<file path="config.mk">
export PLATFORM = sky130hd
export DESIGN_NAME = slave_axilite
export DESIGN_NICKNAME = d
export VERILOG_FILES = /design/src/rtl/slave_axilite_pkg.sv /design/src/rtl/slave_axilite_regfile.sv /design/src/rtl/slave_axilite.sv
export SDC_FILE = /design/constraint.sdc
export NUM_CORES = 1
export LEC_CHECK = 0
export CAP_MARGIN = 5
export CORE_MARGIN = 2
export CORE_UTILIZATION = 50
export CTS_CLUSTER_DIAMETER = 60
export CTS_CLUSTER_SIZE = 25
export DETAILED_ROUTE_END_ITERATION = 6
export PLACE_DENSITY_LB_ADDON = 0.25
export SYNTH_ARGS = -nofsm -noshare
export SYNTH_HDL_FRONTEND = slang
export SYNTH_SLANG_ARGS = --single-unit
</file>
<file path="constraint.sdc">
create_clock -name axi_clk -period 4.85 [get_ports axi_clk]
set_input_delay 0.97 -clock axi_clk [delete_from_list [all_inputs] [get_ports axi_clk]]
set_output_delay 0.97 -clock axi_clk [all_outputs]
set_load 0.01 [all_outputs]
</file>
<file path="src/rtl/slave_axilite_pkg.sv">
// Shared definitions for the slave_axilite AXI-Lite responder: response codes,
// FSM state types and the address range check.
package slave_axilite_pkg;

  localparam logic [1:0] RESP_OKAY   = 2'b00;
  localparam logic [1:0] RESP_SLVERR = 2'b10;

  // Addresses are zero-extended to this width before comparison so that
  // START + NUM can never wrap for any supported address width.
  localparam int ADDR_EXT_W = 64;

  typedef enum logic [1:0] {
    W_IDLE      = 2'd0,
    W_HAVE_ADDR = 2'd1,
    W_HAVE_DATA = 2'd2,
    W_RESP      = 2'd3
  } w_state_t;

  typedef enum logic {
    R_IDLE = 1'b0,
    R_DATA = 1'b1
  } r_state_t;

  function automatic logic addr_in_range(input logic [ADDR_EXT_W-1:0] addr,
                                         input logic [ADDR_EXT_W-1:0] start,
                                         input int unsigned           num);
    return (addr >= start) && ((addr - start) < ADDR_EXT_W'(num));
  endfunction

endpackage

</file>
<file path="src/rtl/slave_axilite_regfile.sv">
// Word register file behind slave_axilite: one synchronous write port, one
// read port registered on capture. Byte enables exist with SLAVE_AXILITE_WSTRB_EN.
module slave_axilite_regfile
  import slave_axilite_pkg::*;
#(
  parameter int NUM   = 16,
  parameter int D_W   = 32,
  parameter int IDX_W = 4
) (
  input  logic             axi_clk,
  input  logic             axi_rst,
  input  logic             wr_en,
  input  logic [IDX_W-1:0] wr_idx,
  input  logic [D_W-1:0]   wr_data,
`ifdef SLAVE_AXILITE_WSTRB_EN
  input  logic [D_W/8-1:0] wr_be,
`endif
  input  logic             rd_en,
  input  logic             rd_hit,
  input  logic [IDX_W-1:0] rd_idx,
  output logic [D_W-1:0]   rd_data
);

  logic [D_W-1:0] mem [NUM];

  always_ff @(posedge axi_clk) begin
    if (axi_rst) begin
      // NOTE: the storage must read back as zero after reset, so every word is
      // cleared here; this keeps the array out of dedicated RAM macros.
      for (int i = 0; i < NUM; i++) mem[i] <= '0;
      rd_data <= '0;
    end else begin
      // NOTE: non-blocking assignments make a same-edge read see the old word.
      if (wr_en) begin
`ifdef SLAVE_AXILITE_WSTRB_EN
        for (int b = 0; b < D_W/8; b++)
          if (wr_be[b]) mem[wr_idx][b*8 +: 8] <= wr_data[b*8 +: 8];
`else
        mem[wr_idx] <= wr_data;
`endif
      end
      if (rd_en) rd_data <= rd_hit ? mem[rd_idx] : '0;
    end
  end

endmodule

</file>
<file path="src/rtl/slave_axilite.sv">
// AXI-Lite responder backed by a word register file, all outputs registered.
// Optional byte strobes are enabled by defining SLAVE_AXILITE_WSTRB_EN.
module slave_axilite
  import slave_axilite_pkg::*;
#(
  parameter int                    PARAM_A_W            = 32,
  parameter int                    PARAM_D_W            = 32,
  parameter logic [ADDR_EXT_W-1:0] S_AXILITE_START_ADDR = 'h1000,
  parameter int unsigned           S_AXILITE_NUM_ADDR   = 16
) (
  input  logic                   axi_clk,
  input  logic                   axi_rst,
  input  logic [PARAM_A_W-1:0]   M_LITE_W_ADDRESS,
  input  logic                   M_LITE_W_ADDRESS_VALID,
  output logic                   S_LITE_W_ADDRESS_READY,
  input  logic [PARAM_D_W-1:0]   M_LITE_W_DATA,
`ifdef SLAVE_AXILITE_WSTRB_EN
  input  logic [PARAM_D_W/8-1:0] M_LITE_W_STRB,
`endif
  input  logic                   M_LITE_W_DATA_VALID,
  output logic                   S_LITE_W_DATA_READY,
  output logic [1:0]             S_LITE_W_ACK,
  output logic                   S_LITE_W_ACK_VALID,
  input  logic                   M_LITE_W_ACK_READY,
  input  logic [PARAM_A_W-1:0]   M_LITE_R_ADDRESS,
  input  logic                   M_LITE_R_ADDRESS_VALID,
  output logic                   S_LITE_R_ADDRESS_READY,
  output logic [PARAM_D_W-1:0]   S_LITE_R_DATA,
  output logic [1:0]             S_LITE_R_ACK,
  output logic                   S_LITE_R_ACK_VALID,
  input  logic                   M_LITE_R_ACK_READY
);

  localparam int IDX_W = (S_AXILITE_NUM_ADDR > 1) ? $clog2(S_AXILITE_NUM_ADDR) : 1;

  w_state_t              w_state, w_next;
  r_state_t              r_state, r_next;
  logic [ADDR_EXT_W-1:0] aw_addr_q, w_addr_ext, r_addr_ext;
  logic [PARAM_D_W-1:0]  wd_q, w_data_sel;
  logic                  aw_hs, wd_hs, r_hs, w_commit, w_hit, r_hit;
`ifdef SLAVE_AXILITE_WSTRB_EN
  logic [PARAM_D_W/8-1:0] strb_q, w_strb_sel;
`endif

  assign aw_hs = S_LITE_W_ADDRESS_READY & M_LITE_W_ADDRESS_VALID;
  assign wd_hs = S_LITE_W_DATA_READY & M_LITE_W_DATA_VALID;
  assign r_hs  = S_LITE_R_ADDRESS_READY & M_LITE_R_ADDRESS_VALID;

  // Whichever half arrived first comes from its holding register.
  assign w_addr_ext = (w_state == W_HAVE_ADDR) ? aw_addr_q : ADDR_EXT_W'(M_LITE_W_ADDRESS);
  assign w_data_sel = (w_state == W_HAVE_DATA) ? wd_q : M_LITE_W_DATA;
`ifdef SLAVE_AXILITE_WSTRB_EN
  assign w_strb_sel = (w_state == W_HAVE_DATA) ? strb_q : M_LITE_W_STRB;
`endif
  assign r_addr_ext = ADDR_EXT_W'(M_LITE_R_ADDRESS);

  assign w_hit    = addr_in_range(w_addr_ext, S_AXILITE_START_ADDR, S_AXILITE_NUM_ADDR);
  assign r_hit    = addr_in_range(r_addr_ext, S_AXILITE_START_ADDR, S_AXILITE_NUM_ADDR);
  assign w_commit = (w_state != W_RESP) && (w_next == W_RESP);

  always_comb begin
    // NOTE: default first so no path through the case leaves w_next unassigned (no latch).
    w_next = w_state;
    unique case (w_state)
      W_IDLE: begin
        if (aw_hs && wd_hs) w_next = W_RESP;
        else if (aw_hs)     w_next = W_HAVE_ADDR;
        else if (wd_hs)     w_next = W_HAVE_DATA;
      end
      W_HAVE_ADDR: if (wd_hs) w_next = W_RESP;
      W_HAVE_DATA: if (aw_hs) w_next = W_RESP;
      W_RESP:      if (S_LITE_W_ACK_VALID && M_LITE_W_ACK_READY) w_next = W_IDLE;
      default:     w_next = W_IDLE;
    endcase
  end

  always_comb begin
    r_next = r_state;
    unique case (r_state)
      R_IDLE:  if (r_hs) r_next = R_DATA;
      R_DATA:  if (S_LITE_R_ACK_VALID && M_LITE_R_ACK_READY) r_next = R_IDLE;
      default: r_next = R_IDLE;
    endcase
  end

  always_ff @(posedge axi_clk) begin
    if (axi_rst) begin
      w_state                <= W_IDLE;
      S_LITE_W_ADDRESS_READY <= 1'b0;
      S_LITE_W_DATA_READY    <= 1'b0;
      S_LITE_W_ACK_VALID     <= 1'b0;
      S_LITE_W_ACK           <= RESP_OKAY;
      aw_addr_q              <= '0;
      wd_q                   <= '0;
`ifdef SLAVE_AXILITE_WSTRB_EN
      strb_q                 <= '0;
`endif
    end else begin
      w_state                <= w_next;
      S_LITE_W_ADDRESS_READY <= (w_next == W_IDLE) || (w_next == W_HAVE_DATA);
      S_LITE_W_DATA_READY    <= (w_next == W_IDLE) || (w_next == W_HAVE_ADDR);
      S_LITE_W_ACK_VALID     <= (w_next == W_RESP);
      if (aw_hs) aw_addr_q <= ADDR_EXT_W'(M_LITE_W_ADDRESS);
      if (wd_hs) begin
        wd_q   <= M_LITE_W_DATA;
`ifdef SLAVE_AXILITE_WSTRB_EN
        strb_q <= M_LITE_W_STRB;
`endif
      end
      if (w_commit) S_LITE_W_ACK <= w_hit ? RESP_OKAY : RESP_SLVERR;
    end
  end

  always_ff @(posedge axi_clk) begin
    if (axi_rst) begin
      r_state                <= R_IDLE;
      S_LITE_R_ADDRESS_READY <= 1'b0;
      S_LITE_R_ACK_VALID     <= 1'b0;
      S_LITE_R_ACK           <= RESP_OKAY;
    end else begin
      r_state                <= r_next;
      S_LITE_R_ADDRESS_READY <= (r_next == R_IDLE);
      S_LITE_R_ACK_VALID     <= (r_next == R_DATA);
      if (r_hs) S_LITE_R_ACK <= r_hit ? RESP_OKAY : RESP_SLVERR;
    end
  end

  slave_axilite_regfile #(
    .NUM   (S_AXILITE_NUM_ADDR),
    .D_W   (PARAM_D_W),
    .IDX_W (IDX_W)
  ) u_regfile (
    .axi_clk (axi_clk),
    .axi_rst (axi_rst),
    .wr_en   (w_commit && w_hit),
    .wr_idx  (IDX_W'(w_addr_ext - S_AXILITE_START_ADDR)),
    .wr_data (w_data_sel),
`ifdef SLAVE_AXILITE_WSTRB_EN
    .wr_be   (w_strb_sel),
`endif
    .rd_en   (r_hs),
    .rd_hit  (r_hit),
    .rd_idx  (IDX_W'(r_addr_ext - S_AXILITE_START_ADDR)),
    .rd_data (S_LITE_R_DATA)
  );

endmodule

</file>
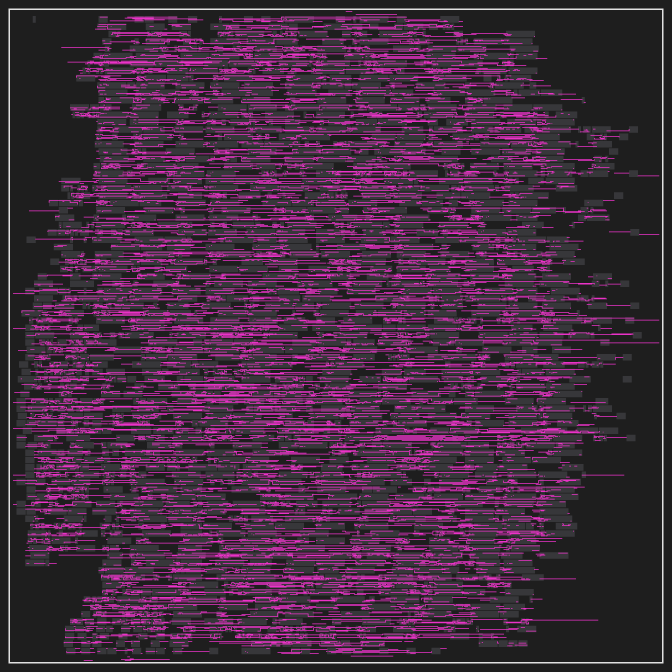
Figure 1: met1 routing.
Cells faint in the background.
2243 nets have wire on it. The layer holds 38% of the routed length. The layer carries 31.4 mm of wire. The longest straight run is 58.9 um.

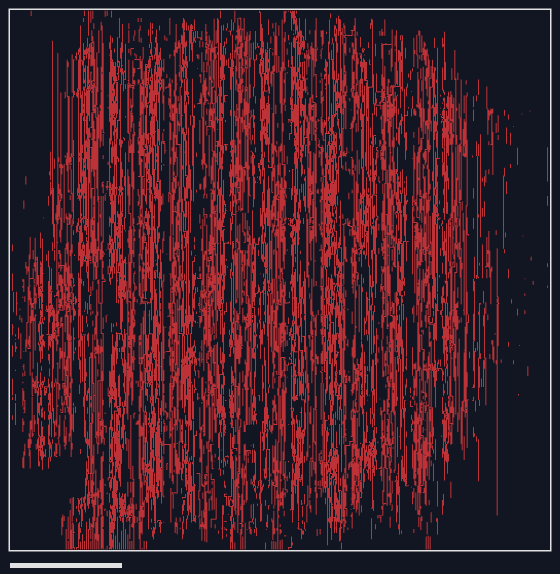
Figure 2: metal 2.
The bar under the picture is 50 um long.
The wires run mostly vertical. The layer carries 39.9 mm of wire. 2033 nets have wire on it.
vias after detailed routing: 19900
Post-Route WL: 82000 um
GR met2 Demand/Resource: 47.3%

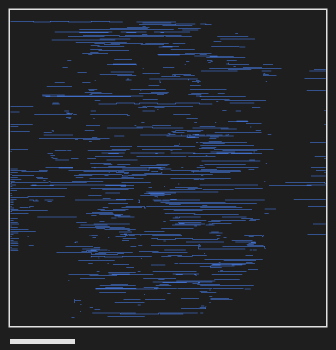
Figure 3: signal wires on met3.
The bar under the picture is 50 um long.
The longest straight run is 71.8 um. The layer carries 8750 um of wire. The layer holds 11% of the routed length. 279 nets have wire on it. The wires run mostly horizontal.

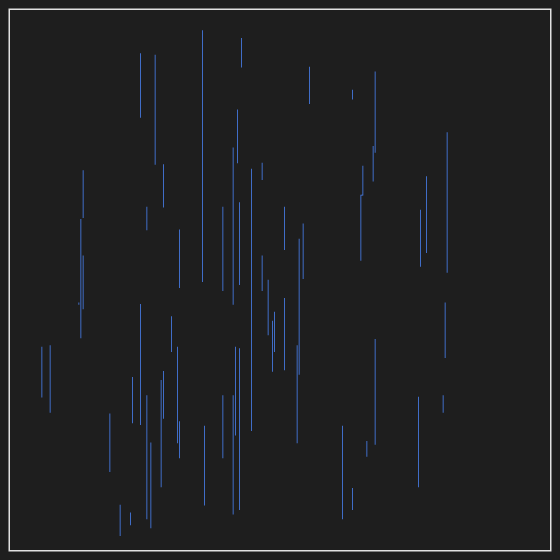
Figure 4: metal 4.
The wires run mostly vertical. 35 nets have wire on it.

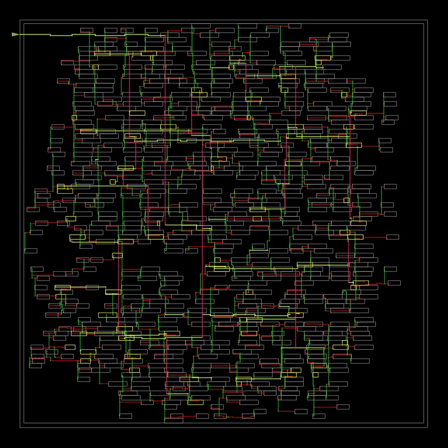
Figure 5: clock wiring as the flow saved it.
TritonCTS buffer count: 42
clock buffers: 48
clk_lat worst skew: 0.62 ns
Seq cells: 617

==> summary.txt <==
impl run done, here's what came out: Setup Skew 0.0386 ns, Post-synth regs 617, Async SR Flop Fraction 0%, DP Area roughly 31000 um^2, worst min-delay path class reg -> reg, critical path startpoint category register, P_sw between 2 and 3 mW, R2R depth 7, Critical Path Slowest Stage Cell o31ai_4, Signal buffers 222, Filler cells about 4400, area leader, netlist edfxtp_1, row cnt around 87, NumNets Final ~2300, drt drc 0, Register Area 17500 um^2, P_clk 3.94 mW, Adder Area Share 0%, P_leak 10.5 nW, Worst Hold Depth 2, post-DP HPWL between 40000 and 50000 um, final cell count without fillers 3028, Clock Tree Root clkbuf_16, CTS tree built, fp_density about half, initial antenna violation count 1, main logic family after synthesis simple AND/OR/NAND/NOR gates, DR WL met3 8750 um, min Tclk post-route 3.83 ns, sequential share of cell area roughly 54%, worst r2r dst u_regfile.mem[6][22]$_SDFFCE_PN0P_, Top Layout Cells edfxtp_1 (512), nand2_1 (361), nor3_1 (333), combinational fraction of design power 11.1%, total power 11.1 mW, synth warn 0, P_comb between 1 and 1.5 mW, worst r2r src w_state[0]$_SDFF_PP0_, Final Wtd Congestion 0.846, max reg flops 512, slowest stage delay, CP 1.05 ns, Ports 144, clock sinks around 620, comb_multi_in 1316, Mapped Area 28200 um^2, combinational fraction of the cell area 31.0%, P&R area growth vs syn 14.8%, Power Dens Cells 344 nW/um^2, AND/OR/NAND/NOR Cells, Area Fraction between 10% and 20%, met1 WL 31400 um, Resized cells post-CTS 0, WP data arrival 4.12 ns, WL/cell approximately 27 um, 1st-pass router iterations 5, xor/xnor share 0.0932%, most common library cells after synthesis edfxtp_1 (512), nand2_1 (361), nor3_1 (333), nor4_1 (204), clkbuf_1 (178), top post-synthesis cells by area edfxtp_1 (55%), mux4_2 (13%), dfxtp_1 (7.5%), first-pass GRT wire length between 100000 and 150000 um, Max Slew Vio Count 0, crit path launch w_state[0]$_SDFF_PP0_, Non-clock buffer share 6.93%, core area 56100 um^2, R2R Setup Slk about 1 ns, Core Util, Final slightly below 60%, GRT busiest layer met2, clock buffer depth 3, status finished, final reports clean, Log Warnings 29, Bufs and invs on worst path 1, Post-synth EDFFs 512, Mux cell area share 14.2%, critical path's top delay family AND-OR/OR-AND gates, largest register by flop count u_regfile.mem, CTS Hold Bufs 0, antenna diode count 1, Final period util 78.9%, crit path DRT 5.15 ns, layout cells sized above 1 roughly 17%, die area 58300 um^2, ys flop type edfxtp_1
No activity file was given, so power comes from the tool's default toggle rates.
